**Close-up of the layout**

Region (13, 26) to (63, 76) um. Cells in grey, sequential cells in the stronger grey; small squares are vias.
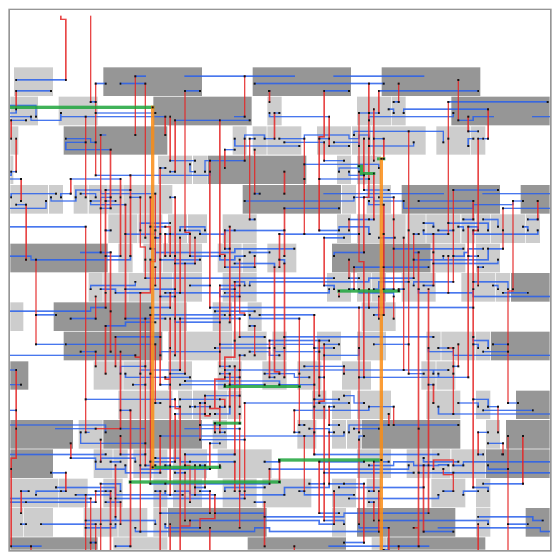
**Power grid**

(6 px per um) Pins as bars on the die edge.
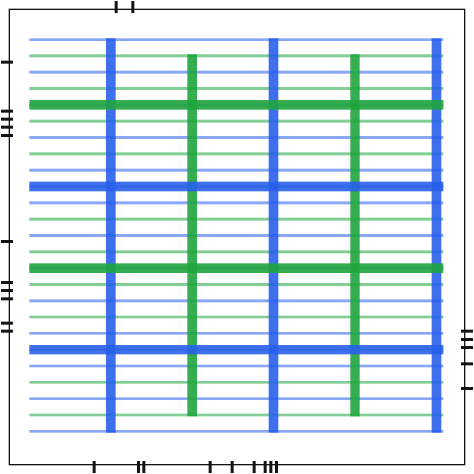
**Signal metal coverage by tile**

(4 px per um) 15 x 15 tiles, from dark purple (low) to yellow (high), scaled to the fullest tile. Values are wire area over tile area, all layers added.
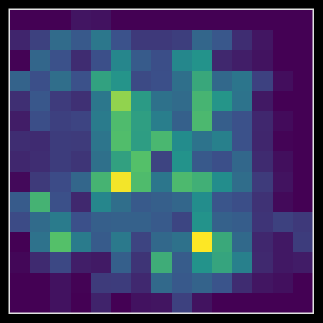
**Placement view**

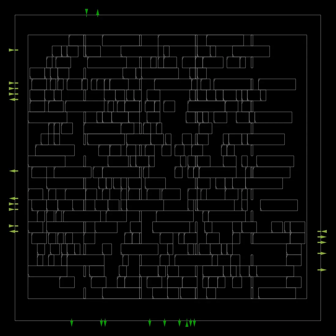
**Drive-strength map**

(4 px per um)
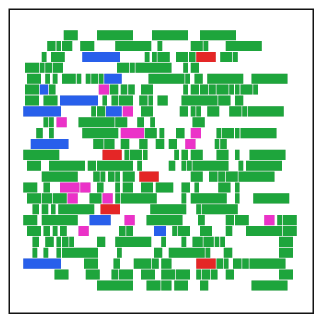
### config.mk
export PLATFORM = sky130hd
export DESIGN_NAME = snake_game_controller_flat
export DESIGN_NICKNAME = d
export VERILOG_FILES = /design/src/rtl/snake_pkg.sv /design/src/rtl/snake_game_controller_if.sv /design/src/rtl/snake_move_timer.sv /design/src/rtl/snake_game_controller.sv /design/src/flat_wrapper.sv
export SDC_FILE = /design/constraint.sdc
export NUM_CORES = 1
export LEC_CHECK = 0
export CAP_MARGIN = 10
export CORE_MARGIN = 3
export CORE_UTILIZATION = 45
export DETAILED_ROUTE_END_ITERATION = 6
export PLACE_DENSITY_LB_ADDON = 0.1
export SLEW_MARGIN = 10
export SYNTH_ARGS = -nofsm -noshare
export SYNTH_HDL_FRONTEND = slang
export SYNTH_SLANG_ARGS = --single-unit
### constraint.sdc
create_clock -name clk -period 2.68 [get_ports clk]
set_input_delay 0.268 -clock clk [delete_from_list [all_inputs] [get_ports clk]]
set_output_delay 0.268 -clock clk [all_outputs]
set_load 0.005 [all_outputs]
### src/rtl/snake_pkg.sv
// Shared encodings for the snake game controller: direction codes, FSM state
// encodings and the direction helper functions.
package snake_pkg;

  typedef logic [1:0] dir_t;

  localparam dir_t DIR_UP    = 2'b00;
  localparam dir_t DIR_DOWN  = 2'b01;
  localparam dir_t DIR_LEFT  = 2'b10;
  localparam dir_t DIR_RIGHT = 2'b11;

  typedef enum logic [2:0] {
    ST_INIT  = 3'd0,
    ST_READY = 3'd1,
    ST_RUN   = 3'd2,
    ST_PAUSE = 3'd3,
    ST_OVER  = 3'd4
  } game_state_e;

  // Up/down and left/right differ only in bit 0.
  function automatic dir_t opposite_dir(input dir_t d);
    return {d[1], ~d[0]};
  endfunction

  // Buttons are {up,down,left,right}; the highest bit pressed wins.
  function automatic dir_t encode_dir_btn(input logic [3:0] btn);
    if (btn[3]) return DIR_UP;
    if (btn[2]) return DIR_DOWN;
    if (btn[1]) return DIR_LEFT;
    return DIR_RIGHT;
  endfunction

endpackage

### src/rtl/snake_game_controller_if.sv
// Command/response bundle between the game controller and the snake/food manager.
interface snake_game_controller_if;
  import snake_pkg::*;

  // All signals are single-cycle strobes or levels with no valid/ready pairing:
  // a strobe is consumed on the clock edge it is high and there is no backpressure.
  logic reset_cmd_out;
  logic snake_move_cmd_out;
  dir_t current_direction_out;
  logic generate_food_cmd_out;
  logic collision_in;
  logic food_eaten_in;

  modport master (
    output reset_cmd_out, snake_move_cmd_out, current_direction_out, generate_food_cmd_out,
    input  collision_in, food_eaten_in
  );

  modport slave (
    input  reset_cmd_out, snake_move_cmd_out, current_direction_out, generate_food_cmd_out,
    output collision_in, food_eaten_in
  );

endinterface

### src/rtl/snake_move_timer.sv
// Move-pulse timer: period register, counter and terminal tick.
// SNAKE_SPEEDUP_EN shortens the period on every counted food, floored at MIN_PERIOD.
module snake_move_timer #(
  parameter int unsigned MOVE_PERIOD = 5_000_000,
  parameter int unsigned MIN_PERIOD  = 1_000_000,
  parameter int unsigned SPEED_STEP  = 250_000,
  parameter int unsigned PERIOD_W    = 23
) (
  input  logic clk,
  input  logic rst,
  input  logic enable,
  input  logic reload,
  input  logic food_tick,
  output logic tick
);

  localparam logic [PERIOD_W-1:0] START_PERIOD = PERIOD_W'(MOVE_PERIOD);

  if (MOVE_PERIOD < 4 || MIN_PERIOD < 4 ||
      (64'(MIN_PERIOD) + 64'(SPEED_STEP)) >= (64'd1 << PERIOD_W)) begin : g_bad_cfg
    $error("snake_move_timer: illegal period configuration");
  end

  // period_q is the target; active_q is what the counter compares against and
  // only picks up period_q at a wrap, so a mid-count change never skips a tick.
  logic [PERIOD_W-1:0] period_q, period_d;
  logic [PERIOD_W-1:0] active_q, active_d;
  logic [PERIOD_W-1:0] count_q, count_d;

  assign tick = enable && (count_q == active_q - PERIOD_W'(1));

`ifdef SNAKE_SPEEDUP_EN
  localparam logic [PERIOD_W-1:0] FLOOR_P = PERIOD_W'(MIN_PERIOD);
  localparam logic [PERIOD_W-1:0] STEP_P  = PERIOD_W'(SPEED_STEP);
  localparam logic [PERIOD_W-1:0] KNEE_P  = PERIOD_W'(MIN_PERIOD + SPEED_STEP);
`else
  logic unused_food_tick;
  assign unused_food_tick = food_tick;
`endif

  always_comb begin
    period_d = period_q;
    active_d = active_q;
    count_d  = count_q;
    if (reload) begin
      period_d = START_PERIOD;
      active_d = START_PERIOD;
      count_d  = '0;
    end else begin
`ifdef SNAKE_SPEEDUP_EN
      if (food_tick) period_d = (period_q >= KNEE_P) ? period_q - STEP_P : FLOOR_P;
`endif
      if (tick) begin
        count_d  = '0;
        active_d = period_d;
      end else if (enable) begin
        count_d = count_q + PERIOD_W'(1);
      end
    end
  end

  always_ff @(posedge clk or posedge rst) begin
    if (rst) begin
      period_q <= START_PERIOD;
      active_q <= START_PERIOD;
      count_q  <= '0;
    end else begin
      period_q <= period_d;
      active_q <= active_d;
      count_q  <= count_d;
    end
  end

endmodule

### src/rtl/snake_game_controller.sv
// Game sequencer for the snake/food manager: FSM, direction filter, score and
// move timing. Optional SNAKE_SPEEDUP_EN speeds up moves as food is eaten.
module snake_game_controller
  import snake_pkg::*;
#(
  parameter int unsigned MOVE_PERIOD = 5_000_000,
  parameter int unsigned MIN_PERIOD  = 1_000_000,
  parameter int unsigned SPEED_STEP  = 250_000,
  parameter int unsigned PERIOD_W    = 23,
  parameter int unsigned SCORE_W     = 8
) (
  input  logic                     clk,
  input  logic                     reset_in,
  input  logic                     start_btn_in,
  input  logic                     pause_btn_in,
  input  logic [3:0]               dir_btn_in,
  snake_game_controller_if.master  mgr,
  output logic [SCORE_W-1:0]       score_out,
  output logic [2:0]               game_state_out,
  output logic                     game_over_out
);

  game_state_e        state_q, state_d;
  logic               reset_cmd_q, reset_cmd_d;
  logic               move_q, move_d;
  logic               food_q, food_d;
  logic               game_over_q, game_over_d;
  dir_t               dir_q, dir_d;
  dir_t               pending_q, pending_d;
  logic [SCORE_W-1:0] score_q, score_d;

  logic run_live;
  logic food_tick;
  logic tick;
  dir_t btn_dir;

  // A collision freezes everything else in the cycle it arrives.
  assign run_live = (state_q == ST_RUN) && !mgr.collision_in;
  assign btn_dir  = encode_dir_btn(dir_btn_in);

  snake_move_timer #(
    .MOVE_PERIOD (MOVE_PERIOD),
    .MIN_PERIOD  (MIN_PERIOD),
    .SPEED_STEP  (SPEED_STEP),
    .PERIOD_W    (PERIOD_W)
  ) u_timer (
    .clk       (clk),
    .rst       (reset_in),
    .enable    (run_live),
    .reload    (state_q == ST_INIT),
    .food_tick (food_tick),
    .tick      (tick)
  );

  always_comb begin
    state_d   = state_q;
    dir_d     = dir_q;
    pending_d = pending_q;
    score_d   = score_q;
    move_d    = 1'b0;
    food_d    = 1'b0;
    food_tick = 1'b0;

    unique case (state_q)
      ST_INIT: begin
        state_d   = ST_READY;
        dir_d     = DIR_RIGHT;
        pending_d = DIR_RIGHT;
        score_d   = '0;
      end
      ST_READY: if (start_btn_in) state_d = ST_RUN;
      ST_RUN: begin
        if (mgr.collision_in)     state_d = ST_OVER;
        else if (pause_btn_in)    state_d = ST_PAUSE;
      end
      ST_PAUSE: if (pause_btn_in) state_d = ST_RUN;
      ST_OVER:  if (start_btn_in) state_d = ST_INIT;
      default:  state_d = ST_INIT;
    endcase

    if (run_live) begin
      if (tick) begin
        move_d = 1'b1;
        dir_d  = pending_q;
      end
      // Reversal is judged against the committed heading, not the pending one.
      if (|dir_btn_in && (btn_dir != opposite_dir(dir_q))) pending_d = btn_dir;
      if (mgr.food_eaten_in) begin
        food_d    = 1'b1;
        food_tick = 1'b1;
        if (score_q != '1) score_d = score_q + SCORE_W'(1);
      end
    end
  end

  assign reset_cmd_d = (state_d == ST_INIT);
  assign game_over_d = (state_d == ST_OVER);

  always_ff @(posedge clk or posedge reset_in) begin
    if (reset_in) begin
      state_q     <= ST_INIT;
      reset_cmd_q <= 1'b1;
      move_q      <= 1'b0;
      food_q      <= 1'b0;
      game_over_q <= 1'b0;
      dir_q       <= DIR_RIGHT;
      pending_q   <= DIR_RIGHT;
      score_q     <= '0;
    end else begin
      state_q     <= state_d;
      reset_cmd_q <= reset_cmd_d;
      move_q      <= move_d;
      food_q      <= food_d;
      game_over_q <= game_over_d;
      dir_q       <= dir_d;
      pending_q   <= pending_d;
      score_q     <= score_d;
    end
  end

  assign mgr.reset_cmd_out         = reset_cmd_q;
  assign mgr.snake_move_cmd_out    = move_q;
  assign mgr.current_direction_out = dir_q;
  assign mgr.generate_food_cmd_out = food_q;
  assign score_out                 = score_q;
  assign game_state_out            = state_q;
  assign game_over_out             = game_over_q;

endmodule

### src/flat_wrapper.sv
// flat-port wrapper written by rule: the top's interface ports become plain ports
module snake_game_controller_flat import snake_pkg::*;
#(
  parameter int unsigned MOVE_PERIOD = 5_000_000,
  parameter int unsigned MIN_PERIOD  = 1_000_000,
  parameter int unsigned SPEED_STEP  = 250_000,
  parameter int unsigned PERIOD_W    = 23,
  parameter int unsigned SCORE_W     = 8
)
  (clk, reset_in, start_btn_in, pause_btn_in, dir_btn_in, score_out, game_state_out, game_over_out, mgr_reset_cmd_out, mgr_snake_move_cmd_out, mgr_current_direction_out, mgr_generate_food_cmd_out, mgr_collision_in, mgr_food_eaten_in);
  snake_game_controller_if mgr_i ();
  input  logic clk;
  input  logic reset_in;
  input  logic start_btn_in;
  input  logic pause_btn_in;
  input  logic [3:0] dir_btn_in;
  output logic [SCORE_W-1:0] score_out;
  output logic [2:0] game_state_out;
  output logic game_over_out;
  output wire logic [$bits(mgr_i.reset_cmd_out)-1:0] mgr_reset_cmd_out;
  output wire logic [$bits(mgr_i.snake_move_cmd_out)-1:0] mgr_snake_move_cmd_out;
  output wire logic [$bits(mgr_i.current_direction_out)-1:0] mgr_current_direction_out;
  output wire logic [$bits(mgr_i.generate_food_cmd_out)-1:0] mgr_generate_food_cmd_out;
  input wire logic [$bits(mgr_i.collision_in)-1:0] mgr_collision_in;
  input wire logic [$bits(mgr_i.food_eaten_in)-1:0] mgr_food_eaten_in;
  assign mgr_reset_cmd_out = mgr_i.reset_cmd_out;
  assign mgr_snake_move_cmd_out = mgr_i.snake_move_cmd_out;
  assign mgr_current_direction_out = mgr_i.current_direction_out;
  assign mgr_generate_food_cmd_out = mgr_i.generate_food_cmd_out;
  assign mgr_i.collision_in = mgr_collision_in;
  assign mgr_i.food_eaten_in = mgr_food_eaten_in;
  snake_game_controller #(.MOVE_PERIOD(MOVE_PERIOD), .MIN_PERIOD(MIN_PERIOD), .SPEED_STEP(SPEED_STEP), .PERIOD_W(PERIOD_W), .SCORE_W(SCORE_W)) u_core (.clk(clk), .reset_in(reset_in), .start_btn_in(start_btn_in), .pause_btn_in(pause_btn_in), .dir_btn_in(dir_btn_in), .mgr(mgr_i), .score_out(score_out), .game_state_out(game_state_out), .game_over_out(game_over_out));
endmodule
==> results.yml <==
# yosys + openroad results
worst_setup_path:
  slowest_stage: "or4b_4"
  r2r-end: "u_core.u_timer.count_q[22]"
  crit_fanout: 9
  critPathTopFamily: "simple AND/OR/NAND/NOR gates"
  crit_path_end: "u_core.u_timer.count_q[22]"
  rr_worst_depth: 6
  path_cells: "or4b_4, nor3_4, nor3b_2, buf_4, nor2_1, a31o_1"
  cp-start-kind: "flip-flop"
  worst-path-buf-inv: 1
  end_kind: "flip-flop"
  cp-startpoint: "u_core.game_state_out[2]"
  critical_path_cell_count: 6
  slowest_delay_ns: 0.59
  r2r_start: "u_core.game_state_out[2]"
  reg2reg_setup_slack_ns: 0.51
place:
  place_inst: 309
  dpl_cell_area_um2: 2526
  portBuffers: 26
clocking:
  cts.repair.resized: 0
  clock_path_buffers: 2
  cts_tree: "built"
  cts_buffers: 5
  cts.sinks: 42
  ctsHtreeMaxLevel: 2
  cts_setup_buffers: 0
global_routing:
  grt_busiest_layer: "met2"
  antenna_found_initial: 0
  grt_pass1_vias: 1657
  grt_max_degree: 43
  grtUsageMet2: 0.2733
final_layout:
  mi_logic_area_um2: 1035
  drive_gt1_frac: 0.1057
  ff_latch_area_um2: 1057
  fin_util: 0.5786
  num_antenna_cells: 0
  clkbuf_count: 8
  largest_reg_flops: 23
  lay_top_cells: "dfrtp_1, nor2_1, clkdlybuf4s50_1, nand2_1"
  final-nonclk-buf-share: 0.1315
  nNetsFinal: 276
  num-nonclk-inverters: 7
  largest_class: "sequential cells"
  regMostFlops: "u_core.u_timer.count_q"
synth:
  synth_seq_share: 0.4842
  mux_share: 0.02350
  synth_cell_types: 47
  synth_area_per_cell_um2: 9.534
  synth_stat.cells: 229
  syn-cell-area_um2: 2183
  top_area_cell: "dfrtp_1"
  yosys.area_share.simple: 0.2670
  top_area_frac: 0.4241
  yosys_most_used_dff: "dfrtp_1"
  ys_sh_aoi: 0.1037
  async_flop_share: 1.000
  synth.logic.top_family: "simple AND/OR/NAND/NOR gates"
  yosys-top-cells-count: "dfrtp_1, nor2_1, nand2_1"
  edf_count: 0
  ys_area_um2: 2183
  top_cell: "dfrtp_1"
  ys_seq_elements: 42
detailed_routing:
  wl_met3_um: 138
  maxUsedRoutingLayer: "met4"
  vias: 1735
  wl_met1_um: 2224
  final_antenna_net_count: 0
  drtIter0Drc: 73
  drt_wl_total_um: 4466
  post_drt_wl_per_cell_um: 14.09
final_timing:
  fin_hold_ws_ns: 0.4048
  skew_ns: 0.006168
  fin_setup_tns_ns: 0
  slew_headroom: 0.6516
  fin_crit_ns: 2.167
  worst_slew_pin_slew_ns: 0.5226
  rsz0062_at_grt: "false"
  max_freq_mhz: 461.5
  drv_slew: 0
  setup_viol_count_final: 0
outcome:
  status: "completed"
run:
  warning_count: 26
power_and_ir_drop:
  internal_power_mw: 1.137
  power_leader: "sequential cells"
  power_frac_comb: 0.313
  power_density_nw_per_um2: 658.3
  seq_power_mw: 0.783
  leakage_nw: 1.119
  powerComb_mw: 0.536
  total_power_mw: 1.716
  sw_frac_of_total: 0.3371
  p_sw_mw: 0.5783
floorplan:
  die_h_um: 75.66
  fp-utilization: 0.4847
  io_pins: 27
  rows: 24
min_path:
  worstHoldPathType: "input pin to asynchronous set/reset pin"
## Picture notes: 'close-up of the layout'
green -> met3
red -> met2
orange -> met4
blue -> met1
most frequent = nor2_1 (25), dfrtp_1 (18), nand2_1 (15)
netlist names of flops here include = u_core.u_timer.count_q (18)
cells with their middle in the window = 142
sequential cells in the window = 20

## Picture notes: 'power grid'
green -> VDD
blue -> VSS
met1 rails = 25
met5 straps = 4
rows = 24
core area: 4504 um^2
worst IR drop on VDD: 0.4375 mV

## Picture notes: 'signal metal coverage by tile'
nearly empty tiles = 19%
mean over tiles = 0.12
fullest tile = 0.50
emptiest ninth of the die = upper right
densest ninth of the die = centre

## Picture notes: 'placement view'
Fillers: 432
registers: 42
# Taps: 52

## Picture notes: 'drive-strength map'
green -> drive 1 or less  # cells 237, share 89%, most used dfrtp_1
magenta -> drive 3 to 4  # cells 13, share 4.9%, most used buf_4
blue -> drive 2  # cells 10, share 3.8%, most used dfstp_2
red -> drive 6 and up  # cells 5, share 1.9%, most used clkbuf_8
Design Area, Final: 2606 um^2
Repair and plain buffers: 37
Final Worst Setup Slack: 0.5133 ns
Area Overhead vs Synth: 19.37%

No activity file was given, so power comes from the tool's default toggle rates.
